Fig. 1: run 1, routing congestion
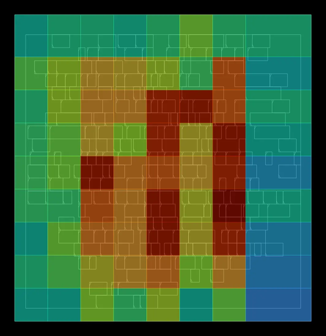
Fig. 2: run 1, routed clock nets over the placement
Scale: 6 px per um.
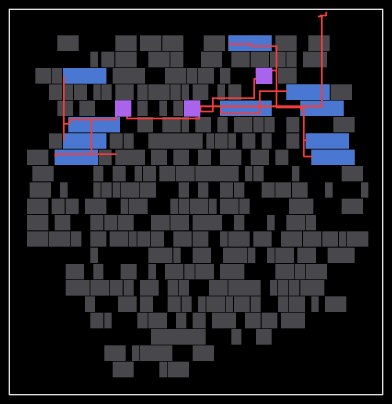
Fig. 3: run 1, met3 routing
Scale: 8 px per um.
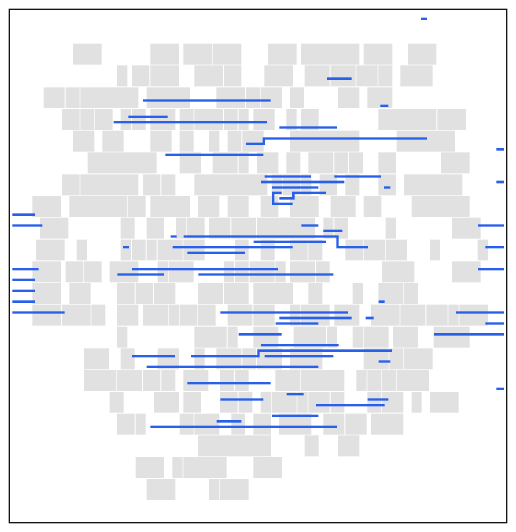
Fig. 4: run 1, placement density heat map
Scale: 6 px per um. 6 x 6 tiles, from dark blue (low) to red (high), 0 to 100% covered.
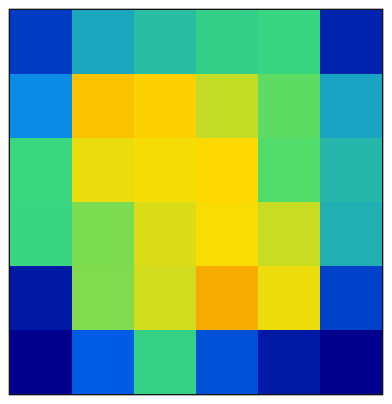
### src/rtl/alarm_mod_counter.sv
// Parametrised modulo digit counter with up/down run mode, manual set mode,
// parallel load, carry/borrow pulses for chaining and a registered alarm match.
module alarm_mod_counter #(
    parameter int unsigned      WIDTH   = 7,
    parameter int unsigned      MODULUS = 60,
    parameter logic [WIDTH-1:0] UNSET   = '1
) (
    input  logic             clk,
    input  logic             clear,
    input  logic             mode,
    input  logic             manual_increment,
    input  logic             manual_decrement,
    input  logic             count,
    input  logic             count_down,
    input  logic             load,
    input  logic [WIDTH-1:0] load_value,
    input  logic [WIDTH-1:0] alarm_value,
    output logic [WIDTH-1:0] out,
    output logic             ripple_carry_out,
    output logic             borrow_out,
    output logic             is_unset,
    output logic             match
);

    // The sentinel must lie outside the count range so it can never be reached by stepping.
    if (UNSET < MODULUS) begin : g_bad_unset
        $error("alarm_mod_counter: UNSET must be >= MODULUS");
    end

    localparam logic [WIDTH-1:0] MOD_W = WIDTH'(MODULUS);
    localparam logic [WIDTH-1:0] LIMIT = WIDTH'(MODULUS - 1);
    localparam logic [WIDTH-1:0] ONE   = WIDTH'(1);

    logic [WIDTH-1:0] out_q;
    logic [WIDTH-1:0] next_out;
    logic             next_carry;
    logic             next_borrow;
    logic             carry_q;
    logic             borrow_q;
    logic             match_q;

    always_comb begin
        next_out    = out_q;
        next_carry  = 1'b0;
        next_borrow = 1'b0;
        if (load) begin
            next_out = (load_value < MOD_W) ? load_value : UNSET;
        end else if (mode) begin
            if (manual_increment && !manual_decrement) begin
                next_out = (out_q == UNSET || out_q == LIMIT) ? '0 : out_q + ONE;
            end else if (manual_decrement && !manual_increment) begin
                next_out = (out_q == UNSET || out_q == '0) ? LIMIT : out_q - ONE;
            end
        end else if (count && out_q != UNSET) begin
            if (!count_down) begin
                if (out_q == LIMIT) begin
                    next_out   = '0;
                    next_carry = 1'b1;
                end else begin
                    next_out = out_q + ONE;
                end
            end else begin
                if (out_q == '0) begin
                    next_out    = LIMIT;
                    next_borrow = 1'b1;
                end else begin
                    next_out = out_q - ONE;
                end
            end
        end
    end

    // match is computed from the next state so it rises with out, not a cycle later.
    always_ff @(posedge clk) begin
        if (clear) begin
            out_q    <= UNSET;
            carry_q  <= 1'b0;
            borrow_q <= 1'b0;
            match_q  <= 1'b0;
        end else begin
            out_q    <= next_out;
            carry_q  <= next_carry;
            borrow_q <= next_borrow;
            match_q  <= (next_out == alarm_value) && (next_out != UNSET);
        end
    end

    assign out              = out_q;
    assign ripple_carry_out = carry_q;
    assign borrow_out       = borrow_q;
    assign is_unset         = (out_q == UNSET);
    assign match            = match_q;

endmodule

### config.mk
export PLATFORM = sky130hd
export DESIGN_NAME = alarm_mod_counter
export DESIGN_NICKNAME = d
export VERILOG_FILES = /design/src/rtl/alarm_mod_counter.sv
export SDC_FILE = /design/constraint.sdc
export NUM_CORES = 1
export LEC_CHECK = 0
export ABC_CLOCK_PERIOD_IN_PS = 2900
export CORE_AREA = 2 2 60 62
export CTS_CLUSTER_DIAMETER = 80
export DETAILED_ROUTE_END_ITERATION = 10
export DIE_AREA = 0 0 62 64
export GPL_TIMING_DRIVEN = 0
export PLACE_DENSITY = 0.7
export SYNTH_ARGS = -nofsm -noshare
export SYNTH_HDL_FRONTEND = slang
export SYNTH_SLANG_ARGS = --single-unit
### constraint.sdc
create_clock -name clk -period 2.9 [get_ports clk]
set_clock_uncertainty 0.2 [all_clocks]
set_input_delay 0.58 -clock clk [delete_from_list [all_inputs] [get_ports clk]]
set_output_delay 0.58 -clock clk [all_outputs]
set_load 0.01 [all_outputs]
==> run_summary.xml, run 1 <==
<?xml version="1.0" encoding="UTF-8"?>
<metrics>
  <group name="finish">
    <metric name="post-route-cell-area" unit="um2">1870</metric>
    <metric name="area_share_clock_buf_inv" unit="">0.0194</metric>
    <metric name="layout.area.comb" unit="um2">1180</metric>
    <metric name="buffers" unit="">43</metric>
    <metric name="comb_area_frac" unit="">0.629</metric>
    <metric name="multiInputCombCellCount" unit="">165</metric>
    <metric name="finish.cell_count_without_fillers" unit="">273</metric>
    <metric name="drive_gt1_frac" unit="">0.167</metric>
    <metric name="antenna_cells_inserted" unit="">0</metric>
    <metric name="clock_buffer_count_in_the_final_layout" unit="">4</metric>
  </group>
  <group name="pwr">
    <metric name="cell_internal_pwr" unit="mW">0.371</metric>
    <metric name="design_power_total" unit="mW">0.613</metric>
    <metric name="powerDensity" unit="nW/um2">328</metric>
    <metric name="power_frac_comb" unit="">0.527</metric>
  </group>
  <group name="place">
    <metric name="place.detailed.hpwl" unit="um">3520</metric>
    <metric name="dp.cells" unit="">269</metric>
    <metric name="port-buffer-count" unit="">29</metric>
  </group>
  <group name="grt">
    <metric name="first_global_vias" unit="">1463</metric>
    <metric name="global_route.usage.met1" unit="">0.373</metric>
  </group>
  <group name="synth">
    <metric name="synth-main-ff-cell" unit="">dfxtp_1</metric>
    <metric name="yosysWarnings" unit="">0</metric>
    <metric name="yosys.cell_count.top_type" unit="">o21ai_0</metric>
    <metric name="gate_count_post_synth" unit="">194</metric>
    <metric name="synthXorXnorAreaFrac" unit="">0.0372</metric>
  </group>
  <group name="clock_tree">
    <metric name="clockBufferDepth" unit="">2</metric>
    <metric name="hold_buffers" unit="">0</metric>
  </group>
  <group name="worst_setup_path">
    <metric name="timing.reg2reg.worst_path_depth" unit="">8</metric>
    <metric name="bufs_and_invs_on_worst_path" unit="">0</metric>
    <metric name="cp_top_family" unit="">simple AND/OR/NAND/NOR gates</metric>
    <metric name="crit_end" unit="">match</metric>
    <metric name="crit_chain" unit="">ha_4 -&gt; nand4_1 -&gt; or4_1 -&gt; and2_1 -&gt; a221oi_1 -&gt; or3_1 -&gt; nand4b_1 -&gt; nor4b_2</metric>
  </group>
  <group name="timing">
    <metric name="min_period" unit="ns">2.81</metric>
    <metric name="setup_viol" unit="">0</metric>
  </group>
  <group name="run_status">
    <metric name="status" unit="">completed</metric>
  </group>
  <group name="floorplan">
    <metric name="num_io_pins" unit="">33</metric>
    <metric name="fp.coreArea" unit="um2">3280</metric>
  </group>
  <group name="hold_path">
    <metric name="hold_start" unit="">out[0]</metric>
    <metric name="min_to" unit="">out[0]</metric>
  </group>
  <group name="routing">
    <metric name="routed-wl-met3" unit="um">434</metric>
  </group>
</metrics>
-- Fig. 1 (at the start) --
fraction of the core area covered by cells at the end of the flow: 0.570
wire length per cell after detailed routing: 16.9 um
most heavily used metal layer in global routing: met1

-- Fig. 2 (at the start) --
[purple] clock-net drivers | count: 3
[red] clock wires | length: 161 um
[blue] flip-flops | count: 10
routed clock nets: 4
clock network power: 0.127 mW
clock latency on the worst-skew pair: 0.27 ns
Clk network pwr share: 0.207

-- Fig. 3 (at the start) --
share of all routed wire: 9.4%
nets with wire on the layer: 49
wire length on this layer: 435 um
WL final: 4610 um
met3 capacity usage during global routing: 0.0486

-- Fig. 4 (at the start) --
tiles over 75% full: 11%
mean over tiles: 46%
nearly empty tiles: 5.6%

--- run 2 (diff from run 1) ---
--- a/config.mk
+++ b/config.mk
@@ -5,7 +5,7 @@
 export SDC_FILE = /design/constraint.sdc
 export NUM_CORES = 1
 export LEC_CHECK = 0
-export ABC_CLOCK_PERIOD_IN_PS = 2900
+export ABC_CLOCK_PERIOD_IN_PS = 2800
 export CORE_AREA = 2 2 60 62
 export CTS_CLUSTER_DIAMETER = 80
 export DETAILED_ROUTE_END_ITERATION = 10
==> constraint.sdc (replaced) <==
create_clock -name clk -period 2.8 [get_ports clk]
set_clock_uncertainty 0.2 [all_clocks]
set_input_delay 0.56 -clock clk [delete_from_list [all_inputs] [get_ports clk]]
set_output_delay 0.56 -clock clk [all_outputs]
set_load 0.01 [all_outputs]
Fig. 5: run 2, routing congestion
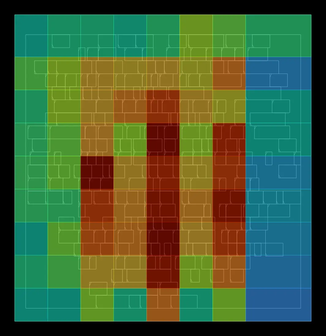
fraction of the core area covered by cells at the end of the flow: 0.594
Total Routing Usage GR: 0.240
met2 usage in global routing: 0.319
wire length per cell after detailed routing: 17.0 um

Fig. 6: run 2, nets reached from selected ports
Scale: 4 px per um.
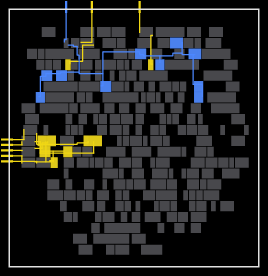
| colour | port | bits | direction | edge | end cells | buffers | wire |
|---|---|---|---|---|---|---|---|
| yellow | `load_value` | 7 | input | 5 left, 2 top | 9 | 7 | 118 um |
| blue | `clear` | 1 | input | top | 10 | 1 | 91.5 um |
io pins: 33
count of buffers inserted at the top-level ports: 29

==> run 2 against run 1 <==
Compared with the run above: final cell count rose by 1.8%; non-clock buffer count rose by 5; critical endpoint unchanged; die size did not move; critical path type unchanged; hold slack improved by 0.025 ns; largest power group unchanged; highest routed layer unchanged.
==> run_summary.xml, run 2 <==
<?xml version="1.0" encoding="UTF-8"?>
<metrics>
  <group name="synth">
    <metric name="synth.largest_area_cell" unit="">dfxtp_1</metric>
    <metric name="gate_count_post_synth" unit="">194</metric>
    <metric name="synth-main-ff-cell" unit="">dfxtp_1</metric>
    <metric name="synth.area.mux_share" unit="">0</metric>
    <metric name="yosysWarnings" unit="">0</metric>
    <metric name="yosys.cell_count.top_type" unit="">o21ai_0</metric>
    <metric name="synthXorXnorAreaFrac" unit="">0.0372</metric>
  </group>
  <group name="grt">
    <metric name="most_heavily_used_metal_layer_in_global_routing" unit="">met1</metric>
    <metric name="global_route.usage.met1" unit="">0.368</metric>
  </group>
  <group name="pwr">
    <metric name="p_switching" unit="mW">0.260</metric>
    <metric name="clock_net_power" unit="mW">0.129</metric>
    <metric name="power_frac_comb" unit="">0.549</metric>
    <metric name="powerDensity" unit="nW/um2">339</metric>
    <metric name="design_power_total" unit="mW">0.660</metric>
    <metric name="cell_internal_pwr" unit="mW">0.401</metric>
  </group>
  <group name="floorplan">
    <metric name="die_h" unit="um">64</metric>
    <metric name="fp.coreArea" unit="um2">3280</metric>
  </group>
  <group name="finish">
    <metric name="finish.cell_count_without_fillers" unit="">278</metric>
    <metric name="buffers" unit="">48</metric>
    <metric name="post-route-cell-area" unit="um2">1950</metric>
    <metric name="comb_area_frac" unit="">0.624</metric>
    <metric name="clock_buffer_count_in_the_final_layout" unit="">4</metric>
    <metric name="antenna_cells_inserted" unit="">0</metric>
    <metric name="layout.area.comb" unit="um2">1220</metric>
    <metric name="area_share_clock_buf_inv" unit="">0.0186</metric>
  </group>
  <group name="timing">
    <metric name="min_period" unit="ns">2.73</metric>
    <metric name="setup_viol" unit="">0</metric>
  </group>
  <group name="worst_setup_path">
    <metric name="crit_chain" unit="">ha_4 -&gt; nand4_1 -&gt; buf_6 -&gt; buf_4 -&gt; nor2_1 -&gt; o221a_2 -&gt; a211oi_4 -&gt; xor2_1 -&gt; a211o_1 -&gt; nor4b_2</metric>
    <metric name="path_depth" unit="">10</metric>
    <metric name="cp_top_family" unit="">simple AND/OR/NAND/NOR gates</metric>
    <metric name="bufs_and_invs_on_worst_path" unit="">2</metric>
    <metric name="crit_end" unit="">match</metric>
    <metric name="timing.reg2reg.worst_path_depth" unit="">10</metric>
  </group>
  <group name="routing">
    <metric name="drtIter0Drc" unit="">140</metric>
    <metric name="routed-wl-met3" unit="um">416</metric>
  </group>
  <group name="place">
    <metric name="dp.cells" unit="">269</metric>
  </group>
  <group name="hold_path">
    <metric name="hold_start" unit="">clear</metric>
    <metric name="min_to" unit="">out[3]</metric>
  </group>
  <group name="clock_tree">
    <metric name="hold_buffers" unit="">0</metric>
  </group>
  <group name="run_status">
    <metric name="status" unit="">completed</metric>
  </group>
</metrics>
Fig. 7: run 2, met4 routing
Scale: 6 px per um. Supply wires on this layer in grey.
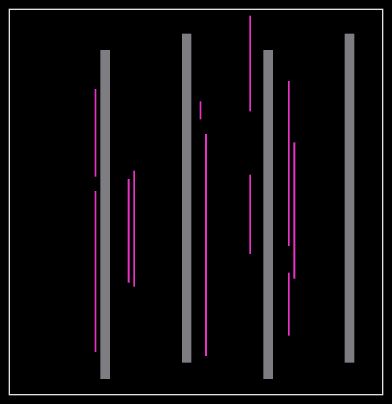
longest straight run: 36.7 um
share of all routed wire: 4.3%
wire length on this layer: 205 um
nets with wire on the layer: 11
WL final: 4730 um
count of vias placed by the detailed router: 1767

--- run 3 (diff from run 2) ---
--- a/config.mk
+++ b/config.mk
@@ -12,6 +12,7 @@
 export DIE_AREA = 0 0 62 64
 export GPL_TIMING_DRIVEN = 0
 export PLACE_DENSITY = 0.7
+export SETUP_SLACK_MARGIN = 0.4
 export SYNTH_ARGS = -nofsm -noshare
 export SYNTH_HDL_FRONTEND = slang
 export SYNTH_SLANG_ARGS = --single-unit
Fig. 8: run 3, nets reached from selected ports
Scale: 4 px per um.
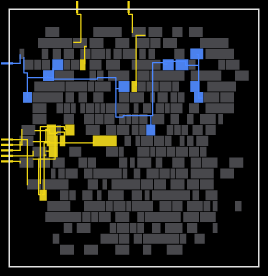

Fig. 9: run 3, routing congestion
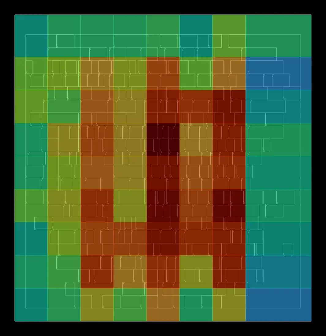
met3 capacity usage during global routing: 0.0526
Total Routing Usage GR: 0.284
wire length per cell after detailed routing: 18.4 um

==> run 3 against run 2 <==
Compared with the run above: first-iteration DRC count is 36% higher; critical path depth did not move; design area is 6.4% higher; global-route usage increased by 4.3 points.
==> run_summary.xml, run 3 <==
<?xml version="1.0" encoding="UTF-8"?>
<metrics>
  <group name="run_status">
    <metric name="status" unit="">completed</metric>
  </group>
  <group name="worst_setup_path">
    <metric name="cpMostUsedCell" unit="">buf_4</metric>
    <metric name="crit_chain" unit="">ha_4 -&gt; nand4_1 -&gt; buf_4 -&gt; buf_4 -&gt; o21a_2 -&gt; and2_1 -&gt; a311o_1 -&gt; nor4bb_1 -&gt; o21ai_0 -&gt; nor4b_2</metric>
    <metric name="bufs_and_invs_on_worst_path" unit="">2</metric>
    <metric name="timing.reg2reg.worst_path_depth" unit="">10</metric>
    <metric name="crit_end" unit="">match</metric>
    <metric name="reg2reg_to" unit="">match</metric>
    <metric name="cp_top_family" unit="">AND-OR/OR-AND gates</metric>
    <metric name="path_depth" unit="">10</metric>
  </group>
  <group name="finish">
    <metric name="post-route-cell-area" unit="um2">2070</metric>
    <metric name="finish.cell_count_without_fillers" unit="">284</metric>
    <metric name="antenna_cells_inserted" unit="">0</metric>
    <metric name="comb_area_frac" unit="">0.624</metric>
    <metric name="layout.area.comb" unit="um2">1290</metric>
    <metric name="layout_top_cell_excl_fill_tap" unit="">clkdlybuf4s50_1</metric>
    <metric name="buffers" unit="">54</metric>
    <metric name="clock_buffer_count_in_the_final_layout" unit="">4</metric>
    <metric name="area_share_clock_buf_inv" unit="">0.0175</metric>
    <metric name="finish.utilization" unit="">0.632</metric>
  </group>
  <group name="pwr">
    <metric name="design_power_total" unit="mW">0.712</metric>
    <metric name="power_frac_comb" unit="">0.564</metric>
    <metric name="cell_internal_pwr" unit="mW">0.419</metric>
    <metric name="powerDensity" unit="nW/um2">343</metric>
    <metric name="p_switching" unit="mW">0.293</metric>
    <metric name="clock_net_power" unit="mW">0.140</metric>
    <metric name="leakage_dissipation" unit="nW">0.718</metric>
  </group>
  <group name="synth">
    <metric name="synth.largest_area_cell" unit="">dfxtp_1</metric>
    <metric name="synth-main-ff-cell" unit="">dfxtp_1</metric>
    <metric name="synth.area.mux_share" unit="">0</metric>
    <metric name="post_synth_and_or_nand_nor_area_fraction" unit="">0.337</metric>
    <metric name="synthXorXnorAreaFrac" unit="">0.0372</metric>
    <metric name="gate_count_post_synth" unit="">194</metric>
    <metric name="yosysWarnings" unit="">0</metric>
    <metric name="yosys.cell_count.top_type" unit="">o21ai_0</metric>
  </group>
  <group name="grt">
    <metric name="most_heavily_used_metal_layer_in_global_routing" unit="">met2</metric>
    <metric name="global_route.usage.met1" unit="">0.402</metric>
    <metric name="gr-usage-met2" unit="">0.417</metric>
  </group>
  <group name="routing">
    <metric name="routed-wl-met3" unit="um">530</metric>
    <metric name="drtIter0Drc" unit="">190</metric>
  </group>
  <group name="hold_path">
    <metric name="hold_path.class" unit="">in -&gt; reg</metric>
    <metric name="hold_start" unit="">clear</metric>
    <metric name="min_to" unit="">out[3]</metric>
  </group>
  <group name="place">
    <metric name="dp.cells" unit="">269</metric>
    <metric name="postPlaceCellArea" unit="um2">1830</metric>
  </group>
  <group name="timing">
    <metric name="min_period" unit="ns">2.69</metric>
    <metric name="setup_viol" unit="">0</metric>
    <metric name="report.final.slew_viol_count" unit="">0</metric>
  </group>
  <group name="clock_tree">
    <metric name="hold_buffers" unit="">0</metric>
  </group>
  <group name="floorplan">
    <metric name="die_h" unit="um">64</metric>
    <metric name="num_io_pins" unit="">33</metric>
  </group>
</metrics>
Fig. 10: run 3, met4 routing
Scale: 6 px per um. Supply wires on this layer in grey.
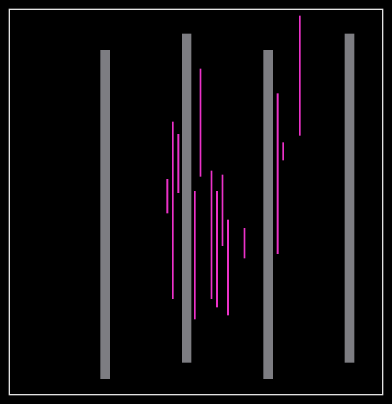
share of all routed wire: 3.9%
nets with wire on the layer: 12
wire length on this layer: 204 um

Power is estimated from default activity; no workload was simulated.
